[config.mk]
export PLATFORM = sky130hd
export DESIGN_NAME = scarv_cop_dispatch
export DESIGN_NICKNAME = d
export VERILOG_FILES = /design/src/rtl/scarv_cop_common.sv /design/src/rtl/scarv_cop_dispatch_timer.sv /design/src/rtl/scarv_cop_dispatch.sv
export SDC_FILE = /design/constraint.sdc
export NUM_CORES = 1
export LEC_CHECK = 0
export CAP_MARGIN = 20
export CORE_AREA = 5 5 121 123
export DETAILED_ROUTE_END_ITERATION = 10
export DIE_AREA = 0 0 126 128
export GPL_ROUTABILITY_DRIVEN = 0
export HOLD_SLACK_MARGIN = 0.03
export PLACE_DENSITY = 0.75
export SLEW_MARGIN = 25
export SYNTH_ARGS = -nofsm -noshare
export SYNTH_HDL_FRONTEND = slang
export SYNTH_SLANG_ARGS = --single-unit
[constraint.sdc]
create_clock -name g_clk -period 1.62 [get_ports g_clk]
set_input_delay 0.243 -clock g_clk [delete_from_list [all_inputs] [get_ports g_clk]]
set_output_delay 0.243 -clock g_clk [all_outputs]
set_load 0.02 [all_outputs]
[src/rtl/scarv_cop_common.sv]
// Shared definitions for the SCARV coprocessor dispatch logic.
//   disp_state_t : dispatcher FSM state encoding
//   CLS_*        : decoder class codes; each code is the fu_valid bit index
//   cop_rsp_t    : response held towards the CPU while the instruction retires
//   class_onehot : class code -> functional-unit start vector
package scarv_cop_common;

  typedef enum logic [1:0] {
    ST_IDLE   = 2'd0,
    ST_DECODE = 2'd1,
    ST_EXEC   = 2'd2,
    ST_RESP   = 2'd3
  } disp_state_t;

  localparam logic [2:0] CLS_PACKED_ARITH = 3'd0;
  localparam logic [2:0] CLS_TWIDDLE      = 3'd1;
  localparam logic [2:0] CLS_LOADSTORE    = 3'd2;
  localparam logic [2:0] CLS_RANDOM       = 3'd3;
  localparam logic [2:0] CLS_MOVE         = 3'd4;
  localparam logic [2:0] CLS_MP           = 3'd5;
  localparam logic [2:0] CLS_BITWISE      = 3'd6;
  // No unit answers to code 7, so it is handled like an illegal instruction.
  localparam logic [2:0] CLS_INVALID      = 3'd7;

  typedef struct packed {
    logic        wen;
    logic        exc;
    logic [4:0]  rd;
    logic [31:0] wdata;
  } cop_rsp_t;

  function automatic logic [7:0] class_onehot(input logic [2:0] cls);
    return 8'b1 << cls;
  endfunction

endpackage

[src/rtl/scarv_cop_dispatch_timer.sv]
// EXEC-phase watchdog for the functional units.
//   g_clk, g_resetn : clock, async active-low reset
//   clear           : zero the count (held while not executing)
//   enable          : count one cycle
//   expired         : count has reached LIMIT; the count holds there
module scarv_cop_dispatch_timer #(
  parameter int unsigned LIMIT = 255
) (
  input  logic g_clk,
  input  logic g_resetn,
  input  logic clear,
  input  logic enable,
  output logic expired
);

  localparam int W = ($clog2(LIMIT + 1) > 8) ? $clog2(LIMIT + 1) : 8;

  logic [W-1:0] count;

  always_ff @(posedge g_clk or negedge g_resetn) begin
    if (!g_resetn)              count <= '0;
    else if (clear)             count <= '0;
    else if (enable && !expired) count <= count + W'(1);
  end

  assign expired = (count == W'(LIMIT));

endmodule

[src/rtl/scarv_cop_dispatch.sv]
// SCARV coprocessor instruction dispatcher: accepts one instruction from the
// CPU, samples the decoder, starts the selected functional unit and returns a
// single response. Only one instruction is ever in flight.
//   cpu_insn_req/ack/enc, cpu_rs1 : instruction hand-off from the CPU
//   cpu_insn_rsp/rsp_ack          : response hand-shake back to the CPU
//   cpu_wen/rd/wdata/exc          : response payload (wen/exc only in RESP)
//   id_encoded -> id_exception/class/rd : decoder round trip
//   fu_valid/fu_rs1 -> fu_done/gpr_wen/gpr_wdata/exception : unit interface
module scarv_cop_dispatch
  import scarv_cop_common::*;
#(
  parameter int unsigned FU_TIMEOUT = 255
) (
  input  logic        g_clk,
  input  logic        g_resetn,
  input  logic        cpu_insn_req,
  output logic        cpu_insn_ack,
  input  logic [31:0] cpu_insn_enc,
  input  logic [31:0] cpu_rs1,
  output logic        cpu_insn_rsp,
  input  logic        cpu_rsp_ack,
  output logic        cpu_wen,
  output logic [4:0]  cpu_rd,
  output logic [31:0] cpu_wdata,
  output logic        cpu_exc,
  output logic [31:0] id_encoded,
  input  logic        id_exception,
  input  logic [2:0]  id_class,
  input  logic [4:0]  id_rd,
  output logic [7:0]  fu_valid,
  output logic [31:0] fu_rs1,
  input  logic        fu_done,
  input  logic        fu_gpr_wen,
  input  logic [31:0] fu_gpr_wdata,
  input  logic        fu_exception
);

  disp_state_t state, state_nxt;
  logic [2:0]  cls_q;
  cop_rsp_t    rsp_q;
  logic        dec_exc;
  logic        tmr_expired;

  assign dec_exc = id_exception | (id_class == CLS_INVALID);

  // Counter sits at zero outside EXEC, so it is already clear on entry.
  scarv_cop_dispatch_timer #(.LIMIT(FU_TIMEOUT)) u_timer (
    .g_clk   (g_clk),
    .g_resetn(g_resetn),
    .clear   (state != ST_EXEC),
    .enable  (state == ST_EXEC),
    .expired (tmr_expired)
  );

  always_ff @(posedge g_clk or negedge g_resetn) begin
    if (!g_resetn) state <= ST_IDLE;
    else           state <= state_nxt;
  end

  always_comb begin
    state_nxt    = state;
    cpu_insn_ack = 1'b0;
    cpu_insn_rsp = 1'b0;
    cpu_wen      = 1'b0;
    cpu_exc      = 1'b0;
    fu_valid     = 8'h00;
    case (state)
      ST_IDLE: begin
        cpu_insn_ack = 1'b1;
        if (cpu_insn_req) state_nxt = ST_DECODE;
      end
      ST_DECODE: state_nxt = dec_exc ? ST_RESP : ST_EXEC;
      ST_EXEC: begin
        fu_valid = class_onehot(cls_q);
        if (fu_done || tmr_expired) state_nxt = ST_RESP;
      end
      ST_RESP: begin
        cpu_insn_rsp = 1'b1;
        cpu_wen      = rsp_q.wen;
        cpu_exc      = rsp_q.exc;
        if (cpu_rsp_ack) state_nxt = ST_IDLE;
      end
      default: state_nxt = ST_IDLE;
    endcase
  end

  always_ff @(posedge g_clk or negedge g_resetn) begin
    if (!g_resetn) begin
      id_encoded <= '0;
      fu_rs1     <= '0;
      cls_q      <= '0;
      rsp_q      <= '0;
    end else begin
      case (state)
        ST_IDLE: if (cpu_insn_req) begin
          id_encoded <= cpu_insn_enc;
          fu_rs1     <= cpu_rs1;
        end
        ST_DECODE: begin
          cls_q       <= id_class;
          rsp_q.rd    <= id_rd;
          rsp_q.exc   <= dec_exc;
          rsp_q.wen   <= 1'b0;
          rsp_q.wdata <= '0;
        end
        ST_EXEC: begin
          // A unit finishing on the timeout cycle still counts as done.
          if (fu_done) begin
            rsp_q.wen   <= fu_gpr_wen & ~fu_exception;
            rsp_q.wdata <= fu_gpr_wdata;
            rsp_q.exc   <= fu_exception;
          end else if (tmr_expired) begin
            rsp_q.wen <= 1'b0;
            rsp_q.exc <= 1'b1;
          end
        end
        default: ;
      endcase
    end
  end

  assign cpu_rd    = rsp_q.rd;
  assign cpu_wdata = rsp_q.wdata;

endmodule

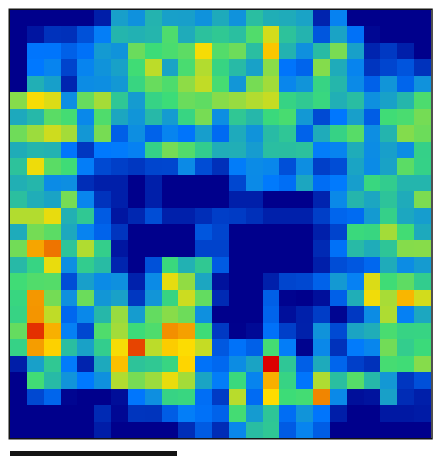
**Above:** run 1 (signal metal coverage by tile).
Scale bar: 50 µm. The die is cut into 25 by 26 equal tiles; dark blue is low, red is high, scaled to the fullest tile. Values are wire area over tile area, all layers added.
- nearly empty tiles: 15%
- densest ninth of the die: north
- tiles over half the peak: 22%
- mean over tiles: 0.13

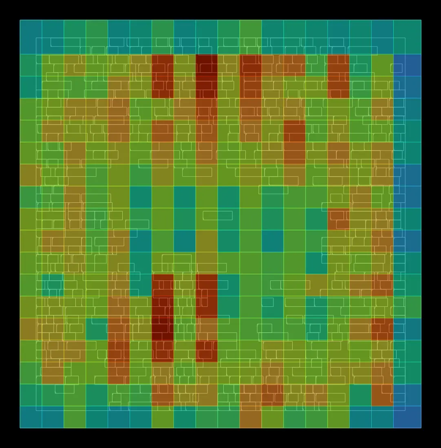
**Above:** run 1 (congestion heat map).
layer with the highest usage after global routing: met2
M3 GR Usage: 6.42%
grt met1 use: 18.1%
post-detailed-route wirelength per cell: 17.8 µm
met2 Track Usage GR: 28.5%

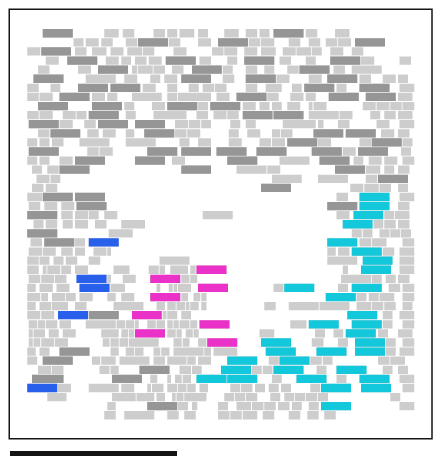
**Above:** run 1 (where the registers sit).
Scale bar: 50 µm. Other sequential cells in the stronger grey, the rest of the logic in the fainter grey.
- cyan: `cpu_wdata` (sequential cells 32; where south-east)
- blue: `cpu_rd` (sequential cells 5)
- magenta: `u_timer.count` (sequential cells 8)
- not coloured: 71

==> commit_impl_results.txt, run 1 <==
Add synthesis and place-and-route results

- Before antenna repair, the detailed router went through 4 iterations.
- The CTS log lists the clock sinks for this run as 116.
- Setup repair after global routing missed its margin: yes
- The worst setup path is captured at an output pin.
- The cell-mix breakdown from Yosys lists the compound-gate area share as around 9%.
- Worst min-delay path category: input pin to flip-flop
- The post-synth count of flops with an enable pin is 0.
- Worst reg2reg endpoint: state[1]
- Post-synthesis mux area share: 17.3%
- The floorplan report gives the top-level pin count as between 200 and 250.
- In this run the power spent charging and discharging nets is around 6 mW.
- Across every metal layer, demand over resource in global routing totals approximately 16%.
- Mean Syn Cell Area: 14.0 µm²
- Ant diodes: 0
- Routed metal-1 wire length: approximately 5400 µm
- Per the STA report, the cell with the highest stage delay on the worst path is sky130_fd_sc_hd__dfrtp_1.
* Initial antenna violation count: 0
- According to the timing report, the data required time at the worst endpoint equals 1380 ps.
- Synthesis inferred around 120 register bits.
* Min-Delay Startpoint: cpu_rs1[15]
- Violations in the final reports: negative setup slack
- Commonest cells after routing, fill and taps aside: sky130_fd_sc_hd__dfrtp_1 (115), sky130_fd_sc_hd__clkdlybuf4s50_1 (111), sky130_fd_sc_hd__mux2_2 (72)
- Post-route worst setup slack: -101 ps
- The detailed router reports a met3 wire length of 1020 µm.
* Status: finished with violations
- For this block, the via count after detailed routing is 3574.
- Fin Hold WS: 448 ps
* Portion of the clock cycle consumed by the worst path in the final layout: 106%
- Maximum number of pins on one net before global-route repair: 117
- Count of standard-cell rows: roughly 43
- Counting only logic cells after layout, the most numerous master is sky130_fd_sc_hd__dfrtp_1.
- The first routing iteration left 67 violations.
- Along the worst hold path, the cell count comes to 2.
* Headroom to the max-slew limit: around 59%
- In the synthesized netlist, the number of instances is ~350.
- For reference, the top logic cell family by area is multiplexers.
- Final count of negative-setup-slack endpoints: 66
- Most used cell along the critical path: sky130_fd_sc_hd__buf_6
* Die width: about 130 µm
- Share of synthesized area occupied by flip-flops and latches: 60.2%
* Clock latency at the later pin of the worst-skew pair: approximately 400 ps
- Clock network power share: between 20% and 30%
* Chip area from the yosys synthesis statistics: ~4800 µm²
* Height of the die: roughly 130 µm
* Count of warnings emitted by yosys: 0
* Total Power: approximately 16 mW
- The internal portion of the total power is between 10 and 15 mW.
- The die covers between 15000 and 20000 µm².
* Detailed-placement wirelength estimate: approximately 8900 µm
- Element type at the critical path start: flip-flop
- Switching fraction of total power: between 30% and 40%
* Number of nets produced by synthesis: 463
- Routed signal wires occupy layers up through met4.
## run 1: metrics by stage
step | util (%) | instance area [µm²] | TNS, ps
3_5_place_dp | 52.5 | 7120 | -10950
5_1_grt | 59.0 | 8000 | -7260
2_1_floorplan | - | 4840 | -49.1
6_report | 59.0 | 8000 | -1630
3_3_place_gp | 52.5 | 7120 | -6630
4_1_cts | 57.4 | 7790 | -478
## run 1: layout make-up
| type | count | area, µm² | area share (%) |
|---|---|---|---|
| Sequential cell | 116 | 2900 | 36.3 |
| Tap cell | 180 | 225 | 2.81 |
| Clock buffer | 21 | 470 | 5.88 |
| Inverter | 6 | 27.5 | 0.344 |
| Multi-Input combinational cell | 170 | 1690 | 21.1 |
| Clock inverter | 9 | 57.6 | 0.719 |
| Timing Repair Buffer | 257 | 2630 | 32.9 |
## run 1: kinds of logic (layout without fill, tap and decap cells)
| logic type | count (synthesis) | in the layout |
|---|---|---|
| buffers and inverters | 59 | 293 |
| DFF | 116 | 116 |
| xor gates and xnor gates | 3 | 3 |
| and+or+nand+nor | 35 | 35 |
| adders and majority gates | 6 | 6 |
| muxes | 74 | 74 |
| AOI/OAI and AO/OA | 52 | 52 |
## run 1: synthesized netlist by cell type (2+ instances only)
cell type | count | area, µm²
sky130_fd_sc_hd__a22o_1 | 33 | 289
sky130_fd_sc_hd__a31oi_1 | 4 | 25.0
sky130_fd_sc_hd__and2_1 | 4 | 25.0
sky130_fd_sc_hd__and3_1 | 2 | 12.5
sky130_fd_sc_hd__buf_2 | 9 | 45.0
sky130_fd_sc_hd__buf_4 | 37 | 278
sky130_fd_sc_hd__buf_6 | 2 | 22.5
sky130_fd_sc_hd__clkbuf_1 | 5 | 18.8
sky130_fd_sc_hd__dfrtp_1 | 116 | 2900
sky130_fd_sc_hd__ha_1 | 6 | 75.1
sky130_fd_sc_hd__inv_1 | 6 | 22.5
sky130_fd_sc_hd__mux2_2 | 72 | 811
sky130_fd_sc_hd__nand2_1 | 6 | 22.5
sky130_fd_sc_hd__nand2b_1 | 3 | 18.8
sky130_fd_sc_hd__nand3_1 | 3 | 15.0
sky130_fd_sc_hd__nor2_1 | 10 | 37.5
sky130_fd_sc_hd__nor3_1 | 3 | 15.0
sky130_fd_sc_hd__o2111ai_1 | 2 | 17.5
sky130_fd_sc_hd__o21ai_0 | 3 | 15.0
sky130_fd_sc_hd__xnor2_1 | 2 | 17.5
## run 1: power groups by stage
| stage | clock, mW | sequential [mW] | combinational, mW |
|---|---|---|---|
| finish | 3.29 | 5.06 | 7.86 |
| CTS | 3.37 | 5.05 | 7.78 |
| detailed placement | 0 | 5.09 | 7.82 |
| floorplan | 0 | 5.99 | 3.64 |
| global placement | 0 | 5.02 | 7.69 |
| global route | 3.52 | 5.23 | 8.33 |
## run 1: state kept, by name (all words and copies together), names as in the netlist
name / count
cls_q: 3
cpu_rd: 5
cpu_wdata: 32
fu_rs1: 32
id_encoded: 32
rsp_q: 2
state: 2
u_timer.count: 8
## run 1: repair_timing
item,4_1_cts,5_1_grt
pin swaps,5,4
buffers inserted,5,1
hold buffers,1,0
cloned,3,2
endpoints found under the setup margin,178,92
resized,151,53
hold endpoints to repair,116,0
==> run 2, diff against run 1 <==
RECOVER_POWER = 25   (was not set)
SETUP_SLACK_MARGIN = 0.15   (was not set)
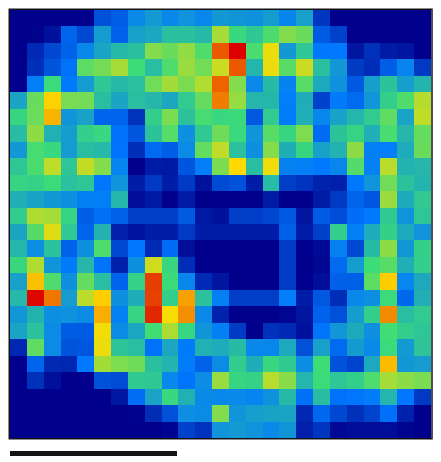
**Above:** run 2 (signal metal coverage by tile).
Scale bar: 50 µm. The die is cut into 25 by 26 equal tiles; dark blue is low, red is high, scaled to the fullest tile. Values are wire area over tile area, all layers added.
- fullest tile: 0.47
- densest ninth of the die: north
- mean over tiles: 0.15
- nearly empty tiles: 13%
- tiles over half the peak: 18%
- emptiest ninth of the die: centre

==> run 2 against run 1 <==
- die area unchanged
- largest cell class unchanged
- the flow still finishes with violations (negative setup slack)
- total power up 9.0%
- hold slack lost 13 ps
- critical path depth up 3
- via count is 5.1% higher
==> commit_impl_results.txt, run 2 <==
Add synthesis and place-and-route results

- The flow ran to the end, but the final reports show violations.
- The checks that failed: negative setup slack.
* Non-filler cells in the finished layout: between 700 and 800
- According to the floorplan log, the row count is 43.
- Synthesis produced a netlist with a net count of approximately 460.
- Initial antenna violation count: 0
* Clk buf depth: 2
* Area occupied by multi-input gates: just under 2000 µm²
- Synthesis inferred between 100 and 150 register bits.
- Summed over all nets, the half-perimeter wirelength after detailed placement is 9300 µm.
- The synthesized design devotes to its leading area cell type about three fifths of total area.
- Net switching is 35.4% of the power.
* Routed metal-1 wire length: about 6000 µm
- Ratio of routed vias to standard cells: 4.81
- Final min period: 1680 ps
- Final net count: between 700 and 800
- Averaged over all synthesized cells, the footprint is approximately 14 µm².
- By area the synthesized netlist is led by sky130_fd_sc_hd__dfrtp_1 (60%), sky130_fd_sc_hd__mux2_2 (17%), sky130_fd_sc_hd__a22o_1 (6.0%), sky130_fd_sc_hd__buf_4 (5.8%), sky130_fd_sc_hd__ha_1 (1.6%).
- Height of the die: approximately 130 µm
- The analysis attributes to cell leakage a power of ~4.2 nW.
- Looking at the max-slew report, the worst-margin pin has a slew of roughly 860 ps.
- The first global-routing pass estimated roughly 22000 µm of wire.
- Port buffering added about 220 buffers.
- Count of warnings emitted by yosys: 0
- The slowest stage of the critical path belongs to the cell sky130_fd_sc_hd__dfrtp_1.
- CTS tree: yes
* Library cell occupying the most area in the post-synthesis netlist: sky130_fd_sc_hd__dfrtp_1
- The detail route stage leaves a number of antenna-violating nets equal to 0.
- Per the layout area report, the register area comes to roughly 2900 µm².
* Post-route worst setup slack: -61.4 ps
* I/O pins: between 200 and 250
- In the setup report, the worst path falls into the class flip-flop to flip-flop.
- After synthesis, flip-flops and latches occupy about 60% of the total area.
- Highest metal layer with signal wires: met4
- The final report gives the core utilization as a little over three fifths.
* Cells in synth_stat.txt: 345
* Headroom to the max-slew limit: a little over two fifths
- Among cell families on the critical path, the largest total delay comes from buffers and inverters.
- Internal Dissipation: between 10 and 15 mW
- DRC violations left: 0
- Per the power-grid run, VDD falls by no more than ~0.0011 V.
* Dominant cell by count in the synthesized netlist: sky130_fd_sc_hd__dfrtp_1
- The final layout contains routed wiring with a total length of 14600 µm.
- Derived from the worst setup path, the maximum achievable clock frequency is between 500 and 600 MHz.
- Total length of routed met3 wires: around 1100 µm
- Min-Delay Startpoint: fu_gpr_wdata[21]
* Worst min-delay path category: input pin to flip-flop
- Most frequently used flop master after synthesis: sky130_fd_sc_hd__dfrtp_1
- For this run, the script counts the antenna cells in the layout as 0.
- Sum Neg Setup Slack: -1690 ps
- Total net switching power: around 6.3 mW
* Portion of the clock cycle consumed by the worst path in the final layout: 104%
- Setup repair after global routing could not meet its margin everywhere.
- The post-synth count of flops with an enable pin is 0.
* Maximum number of pins on one net before global-route repair: approximately 62
* Dominant logic cell type in the layout: sky130_fd_sc_hd__dfrtp_1
- The violation tally recorded at the end of detailed-routing iteration 0 is between 100 and 150.
- Iteration tally of the first detailed-router pass: 4
- The floorplan step set the die width to between 100 and 150 µm.
- Chip area from the yosys synthesis statistics: a little under 5000 µm²
- The script logs the mean routed wire length per placed instance as roughly 19 µm.
- After synthesis, the most frequently instantiated cells are sky130_fd_sc_hd__dfrtp_1 (116), sky130_fd_sc_hd__mux2_2 (72), sky130_fd_sc_hd__buf_4 (37).
- Global routing used between 10% and 20% of the available tracks.
- After detailed placement, the design holds a cell count of between 700 and 800.
* DR WL met2: a little over 7000 µm
* Most used cell along the critical path: sky130_fd_sc_hd__buf_6
- Combinational group share of total power: approximately half
- Summing over every cut layer, the via total after detailed routing is around 3800.
- Element type at the critical path start: flip-flop
- According to the CTS report, the clock sink count is ~120.
- Max fanout on the critical path was recorded as 8.
* Worst EP required: approximately 1900 ps
- Buffers & Inverters on Critical Path: 5
* Slowest stage delay, CP: between 300 and 400 ps
- Total gr overflow: 0
- The top cell types in the final layout, fill and taps aside, are sky130_fd_sc_hd__dfrtp_1 (115), sky130_fd_sc_hd__clkdlybuf4s50_1 (110), sky130_fd_sc_hd__dlygate4sd2_1 (101).
* Die footprint: 16100 µm²
- Clock network power share: 20.5%
- Fin Hold WS: about 440 ps
- In this run, CTS created clock tree buffers numbering 17.
- The number of different library cells used by synthesis comes to 37.
- Number of violations of the max-capacitance limit: 0
* Clock latency at the later pin of the worst-skew pair: around 410 ps
- From the final report, the count of setup violators was given as approximately 67.
- Gate count after technology mapping: about 350
* Nature of the critical path endpoint: flip-flop
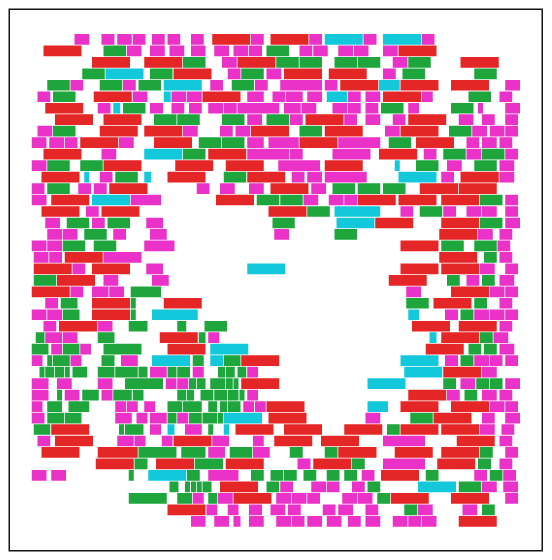
**Above:** run 2 (placement by cell class).
- magenta: other buffers and delay cells (cells 277; share of their area 34%)
- green: all other logic (cells 176; share of their area 24%)
- cyan: clock drivers and dummy loads (cells 32; share of their area 7.0%)
- red: flip-flops (cells 116; share of their area 35%)

-- run 2: layer usage --
layer	GRT usage, %	vias up
met3	6.46	28
li1	-	1690
met2	29.3	166
met1	20.5	1873
met5	0	-
met4	8.26	0
-- run 2: per-stage QoR --
step           setup WS [ps]  total power [mW]  area [µm²]
5_1_grt                 -143              18.5        8480
3_3_place_gp           -90.2              12.7        7150
6_report               -61.4              17.7        8480
4_1_cts                -49.1              17.2        8230
3_5_place_dp            -142              12.9        7150
2_1_floorplan          -49.1              9.67        4870
-- run 2: worst paths after layout --
check | cells after the start | endpoint | slack (ps)
max in group asynchronous | 3 | state[1] | 360
min in group asynchronous | 3 | id_encoded[10] | 590
worst max-delay path | 8 | fu_rs1[29] | -60
worst min-delay path | 2 | cpu_wdata[21] | 440
worst min register to register | 1 | cpu_wdata[19] | 500
worst max register to register | 8 | fu_rs1[29] | -60
-- run 2: logic make-up (layout without fill, tap and decap cells) --
logic type	count (synthesis)	after routing	share of synthesized area, %
and+or+nand+nor	35	35	3.60
xor gates and xnor gates	3	3	0.545
adders and majority gates	6	6	1.56
muxes	74	74	17.3
buffers and inverters	59	315	8.01
AOI/OAI and AO/OA	52	52	8.79
DFF	116	116	60.2
-- run 2: power by group through the flow --
stage / Clock [mW] / Combinational [mW] / Sequential (mW)
6_report: 3.63 / 8.92 / 5.12
5_1_grt: 3.84 / 9.41 / 5.29
4_1_cts: 3.69 / 8.42 / 5.07
3_5_place_dp: 0 / 7.81 / 5.11
3_3_place_gp: 0 / 7.68 / 5.04
2_1_floorplan: 0 / 3.67 / 6.00
-- run 2: layout make-up --
class,count,area share [%]
inverter,6,0.295
tap,180,2.65
clock inverter,9,1.19
clock buffer,23,5.63
multi-input combinational,170,23.0
timing repair buffer,277,33.0
sequential,116,34.2
-- run 2: what timing repair did --
action                                 in CTS  in global routing
cloned                                      8                  3
hold buffers                                1                  0
pin swaps                                   7                  3
resized                                   237                 55
endpoints found under the hold margin     116                  0
setup endpoints to repair                 221                125
setup buffers                              17                  2
==> run 3, diff against run 2 <==
CELL_PAD_IN_SITES_DETAIL_PLACEMENT = 1   (was not set)
CELL_PAD_IN_SITES_GLOBAL_PLACEMENT = 2   (was not set)
CORE_AREA = 5 5 151 153   (was 5 5 121 123)
DIE_AREA = 0 0 156 158   (was 0 0 126 128)
PLACE_DENSITY = not set   (was 0.75)
PLACE_DENSITY_LB_ADDON = 0.1   (was not set)
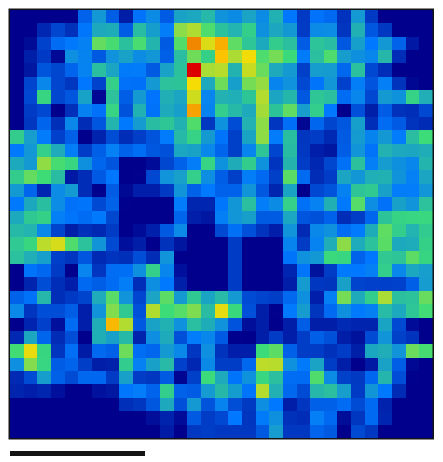
**Above:** run 3 (signal metal coverage by tile).
Scale bar: 50 µm. The die is cut into 31 by 32 equal tiles; dark blue is low, red is high, scaled to the fullest tile. Values are wire area over tile area, all layers added.
routed wire length: 16700 µm
total routing resource utilization after global routing: 13.0%
routed via count: 3725

==> run 3 against run 2 <==
- the run still ends with negative setup slack left
- non-clock buffer count down 4
- register-to-register slack worse by 40 ps
- hold slack better by 7.1 ps
==> commit_impl_results.txt, run 3 <==
Add synthesis and place-and-route results

- Setup slack on the worst reg-to-reg path comes out at -100 ps.
- Setup repair after global routing missed its margin: yes
- Min-Delay Startpoint: cpu_insn_enc[28]
* Chip area from the yosys synthesis statistics: 4820 µm²
- Sum Neg Setup Slack: -4180 ps
- By instance count after routing, the leading logic cell type is sky130_fd_sc_hd__dfrtp_1.
- The die covers around 25000 µm².
- Die width: between 150 and 200 µm
* Cells in synth_stat.txt: roughly 350
* Most frequently used flop master after synthesis: sky130_fd_sc_hd__dfrtp_1
- Share of synthesized area occupied by flip-flops and latches: about 60%
* Worst min-delay path endpoint: id_encoded[28]
* DRC violations left: 0
- Post-detailed-route wirelength per cell: 19.0 µm
- Total clock sinks: 116
* Detailed-placement wirelength estimate: approximately 11000 µm
- Worst reg2reg endpoint: fu_rs1[18]
- No sink is reached through more buffers than the 2 on the longest clock path.
* Peak clock frequency supported by timing: between 500 and 600 MHz
- For the finished layout, the period the worst path requires is between 1500 and 2000 ps.
* Portion of the clock cycle consumed by the worst path in the final layout: 106%
* CTS tree: yes
- According to the hold report, the worst path is of the input pin to flip-flop type.
- Iteration tally of the first detailed-router pass: 4
- Worst EP required: between 1500 and 2000 ps
* Gate count after technology mapping: between 300 and 400
* Violations in the final reports: negative setup slack
- Status: finished with violations
* Final count of negative-setup-slack endpoints: about 60
* Commonest cells after routing, fill and taps aside: sky130_fd_sc_hd__dfrtp_1 (115), sky130_fd_sc_hd__clkdlybuf4s50_1 (110), sky130_fd_sc_hd__dlygate4sd2_1 (101)
* Number of violations of the max-capacitance limit: 0
* Number of nets produced by synthesis: roughly 460
* Top cells by area: sky130_fd_sc_hd__dfrtp_1 (60%), sky130_fd_sc_hd__mux2_2 (17%), sky130_fd_sc_hd__a22o_1 (6.0%), sky130_fd_sc_hd__buf_4 (5.8%), sky130_fd_sc_hd__ha_1 (1.6%)
* Post-route worst setup slack: -105 ps
- Maximum number of pins on one net before global-route repair: approximately 76
- Initial antenna violation count: 2
- Looking at the max-slew report, the worst-margin pin has a slew of about 1000 ps.
- Worst R2R Path Depth: 7
- Element type at the critical path start: flip-flop
- In this run the core area contains 54 standard-cell rows.
* Leakage: slightly above 4 nW
- Number of flops mapped to enable cells by yosys: 0
- Library cell occupying the most area in the post-synthesis netlist: sky130_fd_sc_hd__dfrtp_1
- The first routing iteration left around 120 violations.
- Clock tree synthesis inserted a total of 17 buffers.
- Nature of the critical path endpoint: flip-flop
- Crit Path Class: flip-flop to flip-flop
- Ratio of routed vias to standard cells: roughly 4.2
* Wire length of the first global-routing pass: 24300 µm
- IR analysis of the VDD net gives a maximum drop of around 0.0008 V.
- Area of placed instances: approximately 7300 µm²
- Area occupied by multi-input gates: ~1900 µm²
- Counting instances, the worst hold path has a depth of 2.
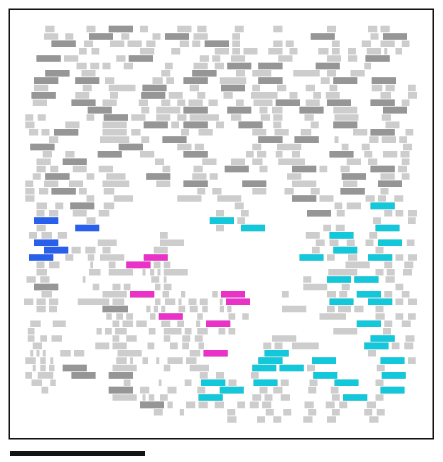
**Above:** run 3 (where the registers sit).
Scale bar: 50 µm. Other sequential cells in the stronger grey, the rest of the logic in the fainter grey.
- cyan: `cpu_wdata` (sequential cells 32)
- magenta: `u_timer.count` (sequential cells 8)
- blue: `cpu_rd` (sequential cells 5; where west)

==> run 3: layer usage <==
layer	GRT usage [%]	routed length [µm]
met5	0	0
met2	21.9	8290
met1	15.3	6970
met3	4.02	1050
met4	5.34	368
==> run 3: report_power, final <==
part,total [mW],internal (mW),switching (mW)
combinational,9.03,4.74,4.29
clock,3.94,2.48,1.46
sequential,5.05,4.30,0.752
==> run 3: how the worst max path moves through the flow <==
stage / slack, ps / to / cells after the start / startpoint
floorplan: -50 / state[1] / 6 / u_timer.count[0]
global placement: -110 / fu_valid[0] / 5 / state[0]
detailed placement: -160 / fu_valid[4] / 5 / state[0]
CTS: -100 / fu_valid[0] / 5 / state[0]
global route: -150 / fu_valid[0] / 5 / state[0]
finish: -100 / fu_rs1[18] / 7 / state[1]
==> run 3: per-stage QoR <==
| step | power (mW) | worst slack (ps) | cells | hold slack [ps] | utilization [%] |
|---|---|---|---|---|---|
| after floorplan | 9.67 | -49.1 | 345 | -52.6 | - |
| after global placement | 13.0 | -111 | 821 | 323 | 34.1 |
| after detailed placement | 13.1 | -157 | 821 | 324 | 34.1 |
| after CTS | 17.8 | -105 | 874 | 421 | 39.2 |
| after global routing | 19.0 | -151 | 879 | 419 | 40.0 |
| final | 18.0 | -105 | 879 | 443 | 40.0 |
==> run 3: kinds of logic after synthesis <==
kind of cell,count (synthesis),synth area share [%]
DFF,116,60.2
muxes,74,17.3
buffers and inverters,59,8.01
AOI/OAI and AO/OA,52,8.79
and+or+nand+nor,35,3.60
adders and majority gates,6,1.56
xor gates and xnor gates,3,0.545
==> run 3: timing repair <==
action / CTS / global route
setup buffers: 12 / 2
hold buffers: 1 / 0
gates resized: 233 / 35
endpoints found under the hold margin: 116 / 0
gates cloned: 8 / 1
pin swaps: 9 / 3
setup endpoints to repair: 221 / 120
==> run 3: layout make-up <==
cell class / instances / area share (%)
Timing Repair Buffer: 273 / 32.4
Clock inverter: 14 / 2.07
Sequential cell: 116 / 33.9
Antenna cell: 2 / 0.0584
Clock buffer: 18 / 5.13
Inverter: 6 / 0.351
Tap cell: 280 / 4.09
Multi-Input combinational cell: 170 / 22.0
==> run 3: worst max-delay path: stages (launching register included) <==
cell and delay [ps]:
sky130_fd_sc_hd__dfrtp_2 450, sky130_fd_sc_hd__buf_4 160, sky130_fd_sc_hd__inv_4 60, sky130_fd_sc_hd__ha_4 190, sky130_fd_sc_hd__nand2_8 120, sky130_fd_sc_hd__buf_12 160, sky130_fd_sc_hd__buf_16 140, sky130_fd_sc_hd__mux2_4 300
No activity file was given, so power comes from the tool's default toggle rates.
